==> config.mk <==
export PLATFORM = sky130hd
export DESIGN_NAME = serial_cpu_8bit
export DESIGN_NICKNAME = d
export VERILOG_FILES = /design/src/rtl/cpu_8bit_pkg.sv /design/src/rtl/cpu_8bit_alu.sv /design/src/rtl/serial_cpu_8bit.sv
export SDC_FILE = /design/constraint.sdc
export NUM_CORES = 1
export LEC_CHECK = 0
export CAP_MARGIN = 20
export CORE_MARGIN = 1
export CORE_UTILIZATION = 25
export DETAILED_ROUTE_END_ITERATION = 8
export PLACE_DENSITY = 0.51
export SLEW_MARGIN = 30
export SYNTH_ARGS = -nofsm -noshare
export SYNTH_HDL_FRONTEND = slang
export SYNTH_SLANG_ARGS = --single-unit
==> constraint.sdc <==
create_clock -name clk -period 5.3 [get_ports clk]
set_clock_uncertainty 0.15 [all_clocks]
set_input_delay 1.06 -clock clk [delete_from_list [all_inputs] [get_ports clk]]
set_output_delay 1.06 -clock clk [all_outputs]
set_load 0.02 [all_outputs]
==> src/rtl/cpu_8bit_pkg.sv <==
// Shared definitions for the byte-serial 8-bit-bus CPU: opcode set,
// general-register indices, FSM states and completion codes.
package cpu_8bit_pkg;

    // Full opcode set of the instruction format; only a subset is executed,
    // every other code behaves as NOP.
    typedef enum logic [4:0] {
        OP_NOP   = 5'b00000,
        OP_HALT  = 5'b00001,
        OP_LOAD  = 5'b00010,
        OP_STORE = 5'b00011,
        OP_SLL   = 5'b00100,
        OP_SLA   = 5'b00101,
        OP_SRL   = 5'b00110,
        OP_SRA   = 5'b00111,
        OP_ADD   = 5'b01000,
        OP_ADDI  = 5'b01001,
        OP_SUB   = 5'b01010,
        OP_SUBI  = 5'b01011,
        OP_CMP   = 5'b01100,
        OP_AND   = 5'b01101,
        OP_OR    = 5'b01110,
        OP_XOR   = 5'b01111,
        OP_LDIH  = 5'b10000,
        OP_ADDC  = 5'b10001,
        OP_SUBC  = 5'b10010,
        OP_SET   = 5'b10011,
        OP_JUMP  = 5'b11000,
        OP_JMPR  = 5'b11001,
        OP_BZ    = 5'b11010,
        OP_BNZ   = 5'b11011,
        OP_BN    = 5'b11100,
        OP_BNN   = 5'b11101,
        OP_BC    = 5'b11110,
        OP_BNC   = 5'b11111
    } opcode_e;

    localparam logic [2:0] GR0 = 3'd0;
    localparam logic [2:0] GR1 = 3'd1;
    localparam logic [2:0] GR2 = 3'd2;
    localparam logic [2:0] GR3 = 3'd3;
    localparam logic [2:0] GR4 = 3'd4;
    localparam logic [2:0] GR5 = 3'd5;
    localparam logic [2:0] GR6 = 3'd6;
    localparam logic [2:0] GR7 = 3'd7;

    typedef enum logic [2:0] {
        ST_IDLE = 3'd0,
        ST_F0   = 3'd1,
        ST_F1   = 3'd2,
        ST_EX   = 3'd3,
        ST_M0   = 3'd4,
        ST_M1   = 3'd5
    } state_e;

    // Values reported on nxt when the CPU returns to IDLE.
    localparam logic [1:0] NXT_NONE   = 2'b00;
    localparam logic [1:0] NXT_HALT   = 2'b01;
    localparam logic [1:0] NXT_RELOAD = 2'b10;

    function automatic logic is_mem_state(state_e s);
        return (s == ST_M0) || (s == ST_M1);
    endfunction

endpackage

==> src/rtl/cpu_8bit_alu.sv <==
// 16-bit adder/subtractor shared by ADD and SUBI; reports a zero result.
module cpu_8bit_alu (
    input  logic [15:0] a,
    input  logic [15:0] b,
    input  logic        sub,
    output logic [15:0] result,
    output logic        zero
);

    // Wrap-around add or subtract, zero flag from the 16-bit result.
    always_comb begin
        result = sub ? (a - b) : (a + b);
        zero   = (result == 16'h0000);
    end

endmodule

==> src/rtl/serial_cpu_8bit.sv <==
// Multi-cycle CPU with 16-bit instructions over an 8-bit memory bus.
// Each instruction is fetched as two bytes (F0/F1), executed in EX, and
// LOAD/STORE move their data word as two bytes in M0/M1.
module serial_cpu_8bit
    import cpu_8bit_pkg::*;
#(
    parameter logic [7:0] DEFAULT_PC_ADDR = 8'd250
) (
    input  logic       clk,
    input  logic       rst_n,
    input  logic       enable,
    input  logic       start,
    input  logic [7:0] i_datain,
    input  logic [7:0] d_datain,
    output logic       is_i_addr,
    output logic [1:0] nxt,
    output logic [8:0] i_addr,
    output logic [8:0] d_addr,
    output logic       d_we,
    output logic [7:0] d_dataout
);

    state_e      state_q, state_d;
    logic [7:0]  pc_q, pc_d;
    logic [15:0] gr_q [8];
    logic [15:0] gr_d [8];
    logic        z_q, z_d;
    logic [7:0]  ir_lo_q, ir_lo_d;
    logic [7:0]  ir_hi_q, ir_hi_d;
    logic [7:0]  mdr_lo_q, mdr_lo_d;
    logic [7:0]  waddr_q, waddr_d;
    logic [1:0]  nxt_q, nxt_d;
    logic        is_i_addr_q, is_i_addr_d;
    logic [8:0]  i_addr_q, i_addr_d;
    logic [8:0]  d_addr_q, d_addr_d;
    logic        d_we_q, d_we_d;
    logic [7:0]  d_dataout_q, d_dataout_d;

    // Instruction fields, valid from EX until the next fetch overwrites them.
    logic [15:0] instr;
    opcode_e     op;
    logic [2:0]  rd, r1, r2, rb;
    logic [7:0]  imm8;
    logic [3:0]  uimm4;

    assign instr = {ir_hi_q, ir_lo_q};
    assign op    = opcode_e'(instr[15:11]);
    assign rd    = instr[10:8];
    assign r1    = instr[6:4];
    assign r2    = instr[2:0];
    assign rb    = instr[6:4];
    assign imm8  = instr[7:0];
    assign uimm4 = instr[3:0];

    logic [15:0] alu_a, alu_b, alu_result;
    logic        alu_sub, alu_zero;

    assign alu_sub = (op == OP_SUBI);
    assign alu_a   = alu_sub ? gr_q[rd] : gr_q[r1];
    assign alu_b   = alu_sub ? {8'h00, imm8} : gr_q[r2];

    cpu_8bit_alu u_alu (
        .a      (alu_a),
        .b      (alu_b),
        .sub    (alu_sub),
        .result (alu_result),
        .zero   (alu_zero)
    );

    // Next-state, datapath and next-output computation for the whole CPU.
    always_comb begin
        // NOTE: every variable gets a hold value first so no path through the
        // case statements leaves one unassigned and infers a latch.
        state_d  = state_q;
        pc_d     = pc_q;
        gr_d     = gr_q;
        z_d      = z_q;
        ir_lo_d  = ir_lo_q;
        ir_hi_d  = ir_hi_q;
        mdr_lo_d = mdr_lo_q;
        waddr_d  = waddr_q;
        nxt_d    = nxt_q;

        case (state_q)
            ST_IDLE: begin
                if (start) begin
                    state_d = ST_F0;
                    nxt_d   = NXT_NONE;
                end
            end
            ST_F0: begin
                ir_lo_d = i_datain;
                state_d = ST_F1;
            end
            ST_F1: begin
                ir_hi_d = i_datain;
                state_d = ST_EX;
            end
            ST_EX: begin
                state_d = ST_F0;
                pc_d    = pc_q + 8'd1;
                case (op)
                    OP_SET: gr_d[rd] = {8'h00, imm8};
                    OP_ADD, OP_SUBI: begin
                        gr_d[rd] = alu_result;
                        z_d      = alu_zero;
                    end
                    OP_LOAD, OP_STORE: begin
                        waddr_d = gr_q[rb][7:0] + {4'h0, uimm4};
                        state_d = ST_M0;
                    end
                    OP_BNZ: begin
                        if (!z_q) begin
                            pc_d = pc_q + 8'd2 + imm8;
                        end
                    end
                    OP_JMPR: begin
                        pc_d    = gr_q[rd][7:0] + imm8;
                        state_d = ST_IDLE;
                        nxt_d   = NXT_RELOAD;
                    end
                    OP_HALT: begin
                        pc_d    = pc_q;
                        state_d = ST_IDLE;
                        nxt_d   = NXT_HALT;
                    end
                    default: ;
                endcase
            end
            ST_M0: begin
                mdr_lo_d = d_datain;
                state_d  = ST_M1;
            end
            ST_M1: begin
                if (op == OP_LOAD) begin
                    gr_d[rd] = {d_datain, mdr_lo_q};
                end
                state_d = ST_F0;
            end
            default: state_d = ST_IDLE;
        endcase

        // Bus outputs are registered, so they are derived from the state
        // being entered rather than the current one.
        is_i_addr_d = !is_mem_state(state_d);
        i_addr_d    = {pc_d, state_d == ST_F1};
        d_addr_d    = d_addr_q;
        d_we_d      = 1'b0;
        d_dataout_d = d_dataout_q;
        if (is_mem_state(state_d)) begin
            d_addr_d = {waddr_d, state_d == ST_M1};
            if (op == OP_STORE) begin
                d_we_d      = 1'b1;
                d_dataout_d = (state_d == ST_M1) ? gr_q[rd][15:8] : gr_q[rd][7:0];
            end
        end
    end

    // State and registered outputs; everything holds while enable is low.
    always_ff @(posedge clk or negedge rst_n) begin
        if (!rst_n) begin
            state_q     <= ST_IDLE;
            pc_q        <= DEFAULT_PC_ADDR;
            // NOTE: the register file is a handful of flops and is cleared
            // here; the RAM is a true memory and is deliberately never reset.
            for (int i = 0; i < 8; i++) begin
                gr_q[i] <= 16'h0000;
            end
            z_q         <= 1'b0;
            ir_lo_q     <= 8'h00;
            ir_hi_q     <= 8'h00;
            mdr_lo_q    <= 8'h00;
            waddr_q     <= 8'h00;
            nxt_q       <= NXT_NONE;
            is_i_addr_q <= 1'b1;
            i_addr_q    <= {DEFAULT_PC_ADDR, 1'b0};
            d_addr_q    <= 9'h000;
            d_we_q      <= 1'b0;
            d_dataout_q <= 8'h00;
        end else if (enable) begin
            // NOTE: non-blocking assignments make every flop sample the
            // pre-edge values, independent of statement order.
            state_q     <= state_d;
            pc_q        <= pc_d;
            gr_q        <= gr_d;
            z_q         <= z_d;
            ir_lo_q     <= ir_lo_d;
            ir_hi_q     <= ir_hi_d;
            mdr_lo_q    <= mdr_lo_d;
            waddr_q     <= waddr_d;
            nxt_q       <= nxt_d;
            is_i_addr_q <= is_i_addr_d;
            i_addr_q    <= i_addr_d;
            d_addr_q    <= d_addr_d;
            d_we_q      <= d_we_d;
            d_dataout_q <= d_dataout_d;
        end
    end

    assign is_i_addr = is_i_addr_q;
    assign nxt       = nxt_q;
    assign i_addr    = i_addr_q;
    assign d_addr    = d_addr_q;
    assign d_we      = d_we_q;
    assign d_dataout = d_dataout_q;

endmodule

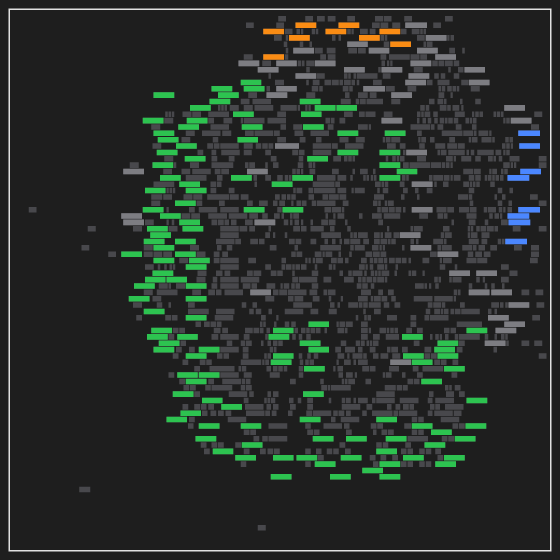
Figure 1: where the registers sit.
Other sequential cells in the stronger gray, the rest of the logic in the fainter gray.
green -> `gr_q`  # sequential cells 128
orange -> `d_addr`  # sequential cells 9, where north
blue -> `pc_q`  # sequential cells 8
not colored = 49

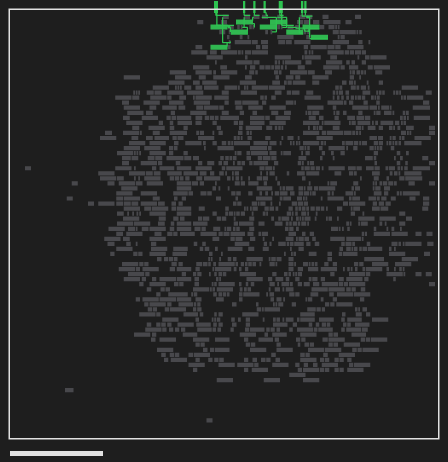
Figure 2: wires at chosen ports, followed through buffers.
Scale bar: 50 um.
green -> `d_addr`  # direction output, edge north, end cells 9, buffers 9, wire 200 um

==> notes.md <==
flow finished, numbers: most frequent CP cell buf_4, filler cell count 5,390, worst r2r src imm8[0], Yosys top cell area share 35.7%, DR vias/cell 5.45, drt total wl 46.4 mm, Placement Rows 83, flop share of the area 31.7%, Worst EP arrival 5200 ps, Worst setup SP type flop, Worst-path clk slew 80 ps, Routed WL per cell 22.9 um, DIE HEIGHT 231 um, synthesized area 13,100 um^2, Port Buffers 49, synth warn 0, stage-log warning count 28, Sink Count 194, Flops 194, critical path's top delay family AND-OR/OR-AND gates, routability cong. 0.915, reg2reg end z_q, status complete, no violations, Cell Count Post-Placement 1,993, non-clock buffer instance count of the final layout 127, # Cells Yosys 1,267, Die X 231 um, Setup TNS Final 0 ps, Hold Vio Cnt, Final 0, Critical Path RT 5500 ps, mi-comb count 971, CTS Root Cell clkbuf_16, GR Overflow Total 0, Comb/total area 51.2%, gr usage total 17.8%
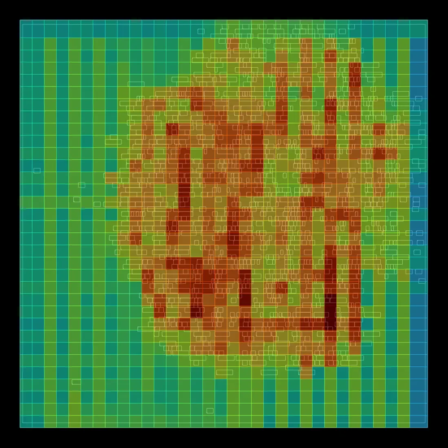
Figure 3: routing congestion map.
GR Layer Usage met2: 27.8%
met1 Use GR: 24.6%
Util after Layout: 29.8%

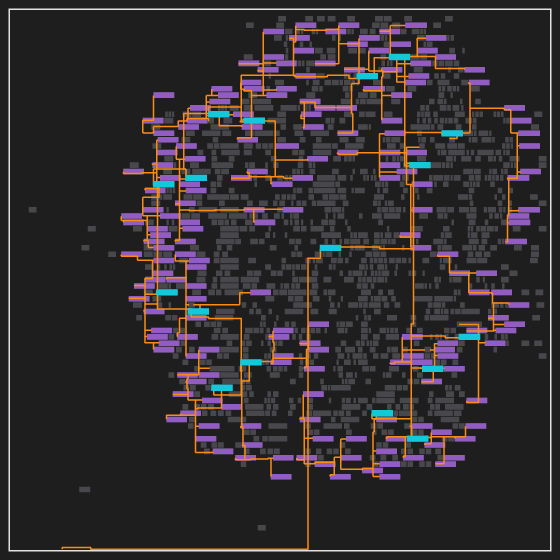
Figure 4: clock network drawn from the DEF.
purple -> flip-flops  # count 194
orange -> clock wires  # length 2,800 um
cyan -> cells driving clock nets  # count 17
routed clock nets = 18
Latency at later pin: 480 ps

## sequential cells by signal, indices dropped and copies added (netlist names)
| register | flops |
|---|---|
| waddr_q | 8 |
| ir_hi_q | 8 |
| gr_q | 128 |
| d_we | 1 |
| state_q | 3 |
| pc_q | 8 |
| mdr_lo_q | 8 |
| d_dataout | 8 |
| z_q | 1 |
| d_addr | 9 |
| imm8 | 8 |
| nxt | 2 |
| i_addr | 1 |
| is_i_addr | 1 |
## kinds of logic (layout without fill, tap and decap cells)
family	after synthesis	after routing	share of synthesized area, %
multiplexers	172	172	20.2
XOR/XNOR	48	48	3.27
flip-flops	194	194	37.1
AND/OR/NAND/NOR	323	323	12.0
AND-OR/OR-AND	381	381	19.4
adder cells (fa/ha/maj)	47	47	4.72
buffers and inverters	102	184	3.27
## how the worst max path moves through the flow
stage             from  endpoint  depth (start not counted)
2_1_floorplan  imm8[4]       z_q                         17
3_3_place_gp   imm8[0]       z_q                         21
3_5_place_dp   imm8[0]       z_q                         18
4_1_cts        imm8[0]       z_q                         18
5_1_grt        imm8[2]       z_q                         19
6_report       imm8[0]       z_q                         19
## layer usage
metal / GRT usage (%) / share of wire (%) / vias up
met1: 24.6 / 45 / 5568
li1: - / - / 4929
met4: 6.29 / 2.4 / 0
met5: 0 / 0 / -
met2: 27.8 / 46 / 482
met3: 3.13 / 6.6 / 69
## repair_timing
item	in CTS	in global routing
resized	0	4
buffers inserted	0	4
setup endpoints to repair	0	31
